Floorplan with the power grid:
Bar = 20 um. Pins as bars on the die edge.
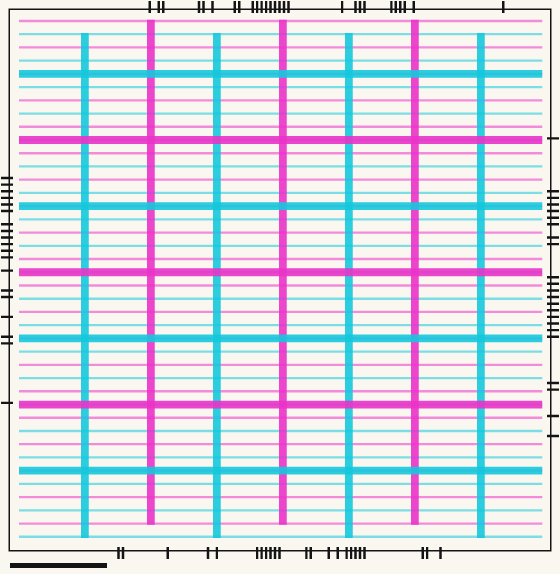
Wiring by layer:
Bar = 20 um. Only two layers are drawn.
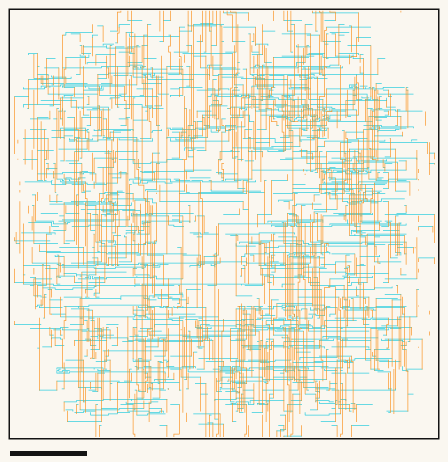
The clock network:
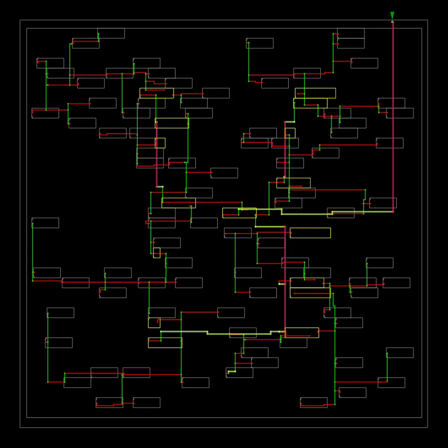
Signal wires on met3:
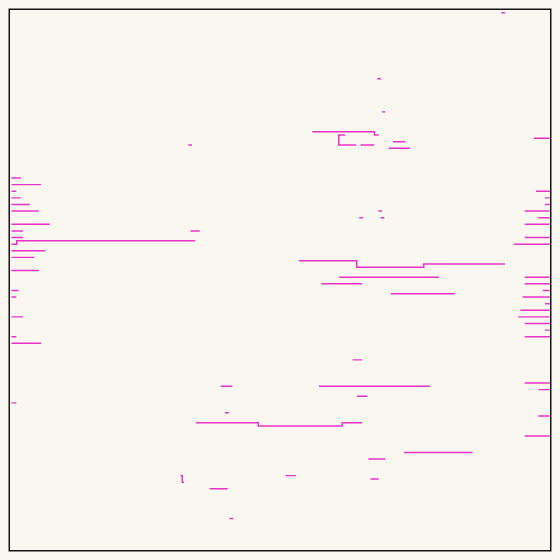
<file path="src/rtl/madd_mon_pkg.sv">
// Shared defaults, record type and exact-model operand slicing for the madd error monitor.
package madd_mon_pkg;

  localparam int unsigned IN_W_DEF  = 6;
  localparam int unsigned OUT_W_DEF = 4;
  localparam int unsigned ET_DEF    = 8;
  localparam int unsigned CNT_W_DEF = 16;

  // Operand vector is {c, b, a}, each OPD_W bits wide.
  localparam int unsigned OPD_W = 2;
  localparam int unsigned A_LSB = 0;
  localparam int unsigned B_LSB = 2;
  localparam int unsigned C_LSB = 4;

  typedef struct packed {
    logic [IN_W_DEF-1:0]  operands;
    logic [OUT_W_DEF-1:0] err;
    logic                 viol;
  } err_rec_t;

endpackage

</file>
<file path="src/rtl/madd_exact_ref.sv">
// Combinational exact reference for the 6-in/4-out multiply-add: a*b + c.
module madd_exact_ref
  import madd_mon_pkg::*;
#(
  parameter int unsigned IN_W  = IN_W_DEF,
  parameter int unsigned OUT_W = OUT_W_DEF
) (
  input  logic [IN_W-1:0]  operands,
  output logic [OUT_W-1:0] exact
);

  localparam int unsigned RES_W = 2 * OPD_W + 1;

  logic [RES_W-1:0] a_x, b_x, c_x, res;

  assign a_x   = RES_W'(operands[A_LSB +: OPD_W]);
  assign b_x   = RES_W'(operands[B_LSB +: OPD_W]);
  assign c_x   = RES_W'(operands[C_LSB +: OPD_W]);
  assign res   = a_x * b_x + c_x;
  assign exact = OUT_W'(res);

endmodule

</file>
<file path="src/rtl/madd_err_monitor.sv">
// Streaming error monitor for approximate madd circuits: 2-stage record pipeline plus
// saturating run statistics. Define ERR_HIST_EN to add per-error histogram bins.
module madd_err_monitor
  import madd_mon_pkg::*;
#(
  parameter int unsigned IN_W  = IN_W_DEF,
  parameter int unsigned OUT_W = OUT_W_DEF,
  parameter int unsigned ET    = ET_DEF,
  parameter int unsigned CNT_W = CNT_W_DEF
) (
  input  logic                   clk,
  input  logic                   rst,
  input  logic                   s_valid,
  output logic                   s_ready,
  input  logic [IN_W-1:0]        s_operands,
  input  logic [OUT_W-1:0]       s_approx,
  input  logic                   clear,
  output logic                   m_valid,
  input  logic                   m_ready,
  output logic [IN_W-1:0]        m_operands,
  output logic [OUT_W-1:0]       m_err,
  output logic                   m_viol,
  output logic [OUT_W-1:0]       err_max,
  output logic [CNT_W+OUT_W-1:0] err_sum,
  output logic [CNT_W-1:0]       sample_cnt,
  output logic [CNT_W-1:0]       viol_cnt,
  output logic                   viol_flag,
  output logic [IN_W-1:0]        first_viol_ops,
  output logic                   done
`ifdef ERR_HIST_EN
  ,
  input  logic [OUT_W-1:0]       hist_sel,
  output logic [CNT_W-1:0]       hist_cnt
`endif
);

  localparam logic [OUT_W:0]   ET_V     = (OUT_W+1)'(ET);
  localparam logic [CNT_W-1:0] DONE_PRE = CNT_W'((2 ** IN_W) - 1);
  localparam int unsigned      SUM_W    = CNT_W + OUT_W;

  // Error computation on the incoming sample
  logic [OUT_W-1:0] exact;
  logic [OUT_W:0]   diff, diff_abs;
  logic [OUT_W-1:0] err_new;
  logic             viol_new;

  madd_exact_ref #(
    .IN_W  (IN_W),
    .OUT_W (OUT_W)
  ) u_exact (
    .operands (s_operands),
    .exact    (exact)
  );

  always_comb begin
    diff     = {1'b0, exact} - {1'b0, s_approx};
    diff_abs = diff[OUT_W] ? (~diff + (OUT_W+1)'(1)) : diff;
    err_new  = diff_abs[OUT_W-1:0];
    viol_new = diff_abs > ET_V;
  end

  // Pipeline control
  err_rec_t s1_q, s1_d, s2_q, s2_d;
  logic     v1_q, v1_d, v2_q, v2_d;
  logic     rdy_en_q;
  logic     s2_load, s1_adv, accept;

  assign s2_load = !v2_q || m_ready;
  assign s1_adv  = v1_q && s2_load;
  // rdy_en_q holds s_ready low through reset and for the first cycle after it.
  assign s_ready = rdy_en_q && (!v1_q || s1_adv);
  assign accept  = s_valid && s_ready;

  always_comb begin
    v1_d = v1_q;
    s1_d = s1_q;
    v2_d = v2_q;
    s2_d = s2_q;
    if (!v1_q || s1_adv) begin
      v1_d = accept;
      if (accept) begin
        s1_d.operands = s_operands;
        s1_d.err      = err_new;
        s1_d.viol     = viol_new;
      end
    end
    if (s2_load) begin
      v2_d = v1_q;
      if (v1_q) s2_d = s1_q;
    end
  end

  // Statistics
  logic [OUT_W-1:0] err_max_q, err_max_d;
  logic [SUM_W-1:0] err_sum_q, err_sum_d;
  logic [SUM_W:0]   sum_ext;
  logic [CNT_W-1:0] sample_cnt_q, sample_cnt_d, viol_cnt_q, viol_cnt_d;
  logic             viol_flag_q, viol_flag_d, done_q, done_d;
  logic [IN_W-1:0]  first_viol_ops_q, first_viol_ops_d;

  assign sum_ext = {1'b0, err_sum_q} + (SUM_W+1)'(s1_q.err);

  always_comb begin
    err_max_d        = err_max_q;
    err_sum_d        = err_sum_q;
    sample_cnt_d     = sample_cnt_q;
    viol_cnt_d       = viol_cnt_q;
    viol_flag_d      = viol_flag_q;
    first_viol_ops_d = first_viol_ops_q;
    done_d           = 1'b0;
    if (clear) begin
      err_max_d        = '0;
      err_sum_d        = '0;
      sample_cnt_d     = '0;
      viol_cnt_d       = '0;
      viol_flag_d      = 1'b0;
      first_viol_ops_d = '0;
    end else if (s1_adv) begin
      if (sample_cnt_q != '1) sample_cnt_d = sample_cnt_q + CNT_W'(1);
      err_sum_d = sum_ext[SUM_W] ? '1 : sum_ext[SUM_W-1:0];
      if (s1_q.err > err_max_q) err_max_d = s1_q.err;
      done_d = (sample_cnt_q == DONE_PRE);
      if (s1_q.viol) begin
        if (viol_cnt_q != '1) viol_cnt_d = viol_cnt_q + CNT_W'(1);
        viol_flag_d = 1'b1;
        if (!viol_flag_q) first_viol_ops_d = s1_q.operands;
      end
    end
  end

  always_ff @(posedge clk) begin
    if (rst) begin
      rdy_en_q         <= 1'b0;
      v1_q             <= 1'b0;
      v2_q             <= 1'b0;
      s1_q             <= '0;
      s2_q             <= '0;
      err_max_q        <= '0;
      err_sum_q        <= '0;
      sample_cnt_q     <= '0;
      viol_cnt_q       <= '0;
      viol_flag_q      <= 1'b0;
      first_viol_ops_q <= '0;
      done_q           <= 1'b0;
    end else begin
      rdy_en_q         <= 1'b1;
      v1_q             <= v1_d;
      v2_q             <= v2_d;
      s1_q             <= s1_d;
      s2_q             <= s2_d;
      err_max_q        <= err_max_d;
      err_sum_q        <= err_sum_d;
      sample_cnt_q     <= sample_cnt_d;
      viol_cnt_q       <= viol_cnt_d;
      viol_flag_q      <= viol_flag_d;
      first_viol_ops_q <= first_viol_ops_d;
      done_q           <= done_d;
    end
  end

`ifdef ERR_HIST_EN
  logic [CNT_W-1:0] hist_q [2**OUT_W];
  logic [CNT_W-1:0] hist_d [2**OUT_W];
  logic [CNT_W-1:0] hist_cnt_q, hist_cnt_d;

  always_comb begin
    hist_d = hist_q;
    if (clear) begin
      for (int i = 0; i < 2 ** OUT_W; i++) hist_d[i] = '0;
    end else if (s1_adv && hist_q[s1_q.err] != '1) begin
      hist_d[s1_q.err] = hist_q[s1_q.err] + CNT_W'(1);
    end
    hist_cnt_d = hist_q[hist_sel];
  end

  always_ff @(posedge clk) begin
    if (rst) begin
      for (int i = 0; i < 2 ** OUT_W; i++) hist_q[i] <= '0;
      hist_cnt_q <= '0;
    end else begin
      hist_q     <= hist_d;
      hist_cnt_q <= hist_cnt_d;
    end
  end

  assign hist_cnt = hist_cnt_q;
`endif

  assign m_valid        = v2_q;
  assign m_operands     = s2_q.operands;
  assign m_err          = s2_q.err;
  assign m_viol         = s2_q.viol;
  assign err_max        = err_max_q;
  assign err_sum        = err_sum_q;
  assign sample_cnt     = sample_cnt_q;
  assign viol_cnt       = viol_cnt_q;
  assign viol_flag      = viol_flag_q;
  assign first_viol_ops = first_viol_ops_q;
  assign done           = done_q;

endmodule

</file>
<file path="config.mk">
export PLATFORM = sky130hd
export DESIGN_NAME = madd_err_monitor
export DESIGN_NICKNAME = d
export VERILOG_FILES = /design/src/rtl/madd_mon_pkg.sv /design/src/rtl/madd_exact_ref.sv /design/src/rtl/madd_err_monitor.sv
export SDC_FILE = /design/constraint.sdc
export NUM_CORES = 1
export LEC_CHECK = 0
export CAP_MARGIN = 5
export CELL_PAD_IN_SITES_DETAIL_PLACEMENT = 1
export CELL_PAD_IN_SITES_GLOBAL_PLACEMENT = 1
export CORE_MARGIN = 1.5
export CORE_UTILIZATION = 38
export CTS_CLUSTER_DIAMETER = 30
export CTS_CLUSTER_SIZE = 24
export DETAILED_ROUTE_END_ITERATION = 8
export PLACE_DENSITY = 0.76
export RECOVER_POWER = 100
export SLEW_MARGIN = 20
export SYNTH_ARGS = -nofsm -noshare
export SYNTH_HDL_FRONTEND = slang
export SYNTH_SLANG_ARGS = --single-unit
export TNS_END_PERCENT = 10
</file>
<file path="constraint.sdc">
create_clock -name clk -period 3.5 [get_ports clk]
set_input_delay 0.7 -clock clk [delete_from_list [all_inputs] [get_ports clk]]
set_output_delay 0.7 -clock clk [all_outputs]
set_load 0.02 [all_outputs]
</file>
==> impl_metrics.toml <==
# synthesis and place-and-route metrics
[clocking]
clockBufferDepth = 2
cts-hold-fix-buffers = 0
htree_num_levels = 3
clkSinkCount = 89
cts_root_buffer = "clkbuf_16"
ctsResizeCount = 3
post-cts-setup-buffers = 0
cts_tree = "built"
clk_pin_slew_worst_paths_ps = 70

[worst_setup_path]
r2r_setup_slack_ps = 810
crit_path_cell_trace = "dlymetal6s2s_1, inv_1, fa_1, inv_1, ha_2, fa_1, ha_4, a21o_1, a211oi_1, xnor2_1, a211o_1, o21ai_0"
reg2regPathDepth = 8
crit_fanout = 4
cp_top_family = "adder cells"
path_buffers = 3
cp_data_arrival_time_ps = 3440
critPathLaunch = "s_operands[5]"
start_kind = "input pin"
path_depth = 12
crit_type = "in -> reg"
r2r_end = "err_sum[9]$_SDFFE_PP0P_"
crit_end = "s1_q[0]$_SDFFE_PP0P_"
required_ps = 3760
cp-end-kind = "flop"
cp_slowest_cell = "fa_1"
reg2reg_from = "s1_q[1]$_SDFFE_PP0P_"
crit_path_max_incr_delay_ps = 550

[timing]
finalHoldViolations = 0
rsz0062_at_grt = "false"
slew_viol_final = 46
final-setup-viol-count = 0
post-route-min-period_ps = 3172
worstMarginPinSlew_ps = 1663
fmax_ghz = 0.3152
maxSlewHeadroom = -0.1087
final.setup.worst_slack_ps = 327.8
finalCritPeriodShare = 0.9064

[logic_synthesis]
syn_nets = 552
simple_gate_area_frac = 0.2355
yosys_cells = 515
synth_cell_types = 56
syn_area_per_cell_um2 = 8.615
synth-xor-area-share = 0.05725
synth_area_um2 = 4437
top_logic_kind = "simple AND/OR/NAND/NOR gates"
yosys_warnings = 0
edf_count = 0
async_reset_ff_frac = 0
yosys_most_used_dff = "dfxtp_1"
fa_ha_area_frac = 0.06881
synth-seq-cells = 89
ys_area_um2 = 4437
mux_share = 0.02707
syn_inst = 515
synth-compound-area-share = 0.1633
synth_seq_share = 0.4016

[power]
seq_power_share = 0.431
peakVddDrop_mv = 0.2599
p_clk_frac = 0.458
p_comb_frac = 0.111
p_int_uw = 1851
power.switching_uw = 581.5
power.leakage_uw = 0.002425
powerDensity_nw_per_um2 = 411.9
p_sw_frac = 0.2391

[die]
die_area_um2 = 12330
ioPinCount = 92
rows = 39
die_w_um = 111.1
initial_core_util = 0.3886
die_h_um = 111.1
coreArea_um2 = 11420

[grt]
overflow = 0
grt_antenna_before_repair = 0
grt_use_total = 0.2118
grt_max_degree = 46
grt_util_met2 = 0.3860
met1_usage = 0.2532
busiest_layer = "met2"
grt_first_pass_wirelength_um = 21350
grt_pass1_vias = 4300

[finish]
drive_gt1_frac = 0.07642
multiInputGateArea_um2 = 2466
final_nets = 647
most-common-layout-cells = "89 x dfxtp_1, 79 x dlygate4sd3_1, 69 x nand2_1"
n_antenna_cell = 0
largest_reg_flops = 20
mostFrequentLayoutCell = "dfxtp_1"
nFillCells = 1366
regArea_um2 = 1782
final_cells = 758
layout-area-overhead-vs-synth_pct = 33.08

[place]
dp_cells = 742
gp_congestion = 0.7802
port_buffers = 91
dp_hpwl_um = 9159
pre_cts_ws_ps = -443.6

[outcome]
status = "complete, but fails checks"
violations = "capacitance limit, slew limit"

[drt]
wl_met2_um = 6534
highest_layer = "met4"
detail_route.first_pass.iterations = 6
drt_iter0_markers = 173
wl_per_cell_um = 16.87
postRouteAntennaNets = 0
drt_drc_violations_left = 0
viasPerCell = 5.499
wl_met3_um = 386
met1_length_um = 5664

[worst_hold_path]
min-delay-start = "m_viol$_SDFFE_PP0P_"
min_to = "m_viol$_SDFFE_PP0P_"
hp-class = "reg -> reg"
hold_depth = 2

[run]
max-cap-violations = 1
tool_warnings = 27
About 'floorplan with the power grid':
Key: VSS = cyan; VDD = magenta
40 met1 rails follow the rows. The core has 39 rows.

About 'wiring by layer':
Key: metal 1 = cyan [wire length 5660 um]; metal 2 = orange [wire length 6530 um]

About 'the clock network':
total CTS buffers: 9
clk_skew: 5.061 ps
clock buffer count: 9
Skew-Pair Late Insertion Delay: 340 ps
sequential cell count: 89

About 'signal wires on met3':
The wires run mostly horizontal. The layer holds 3.0% of the routed length. 61 nets have wire on it. The layer carries 387 um of wire. The longest straight run is 36.6 um.
met3 Track Usage GR: 0.03335
vias: 4168
Routed Wire Length: 12790 um

==> cells in the mapped netlist (all sizes together) (4+ instances only) <==
master / count / area share
a31oi: 8 / 0.011
nor3: 14 / 0.017
dfxtp: 89 / 0.40
a21oi: 45 / 0.051
o21ai: 11 / 0.012
a211oi: 16 / 0.033
and2: 6 / 0.0085
nand3: 22 / 0.027
and4: 5 / 0.010
nand4: 10 / 0.019
a21o: 6 / 0.010
nand2: 69 / 0.058
and3: 8 / 0.012
clkbuf: 16 / 0.014
o41ai: 4 / 0.0079
nor4: 10 / 0.022
buf: 6 / 0.0062
xor2: 4 / 0.0079
fa: 4 / 0.018
nor2: 42 / 0.036
ha: 18 / 0.051
a41o: 4 / 0.0090
mux2i: 12 / 0.027
xnor2: 25 / 0.049
inv: 31 / 0.026
==> metrics by stage <==
step	instance area, um2	hold slack [ps]	power, uW	TNS [ps]	utilization
after floorplan	4437	444.5	1231	0	-
after global placement	5552	447.6	1326	-1025	0.4862
after detailed placement	5552	457.5	1343	-1490	0.4862
after CTS	5921	470.6	2471	0	0.5185
after global routing	5904	489.4	2537	0	0.5171
final	5904	458.4	2432	0	0.5171
==> cell type report <==
cell class                      count  area share
Clock buffer                        9     0.03814
Clock inverter                      7     0.02013
Inverter                           31     0.01971
Multi-Input combinational cell    373      0.4177
Sequential cell                    89      0.3018
Tap cell                          143     0.03030
Timing Repair Buffer              106      0.1723
==> power groups by stage <==
stage | logic (uW) | registers [uW] | clock network (uW)
CTS | 281 | 1050 | 1140
detailed placement | 269 | 1070 | 0
floorplan | 160 | 1070 | 0
global placement | 253 | 1070 | 0
finish | 271 | 1050 | 1110
global route | 305 | 1050 | 1180
Power and IR drop assume default switching activity.
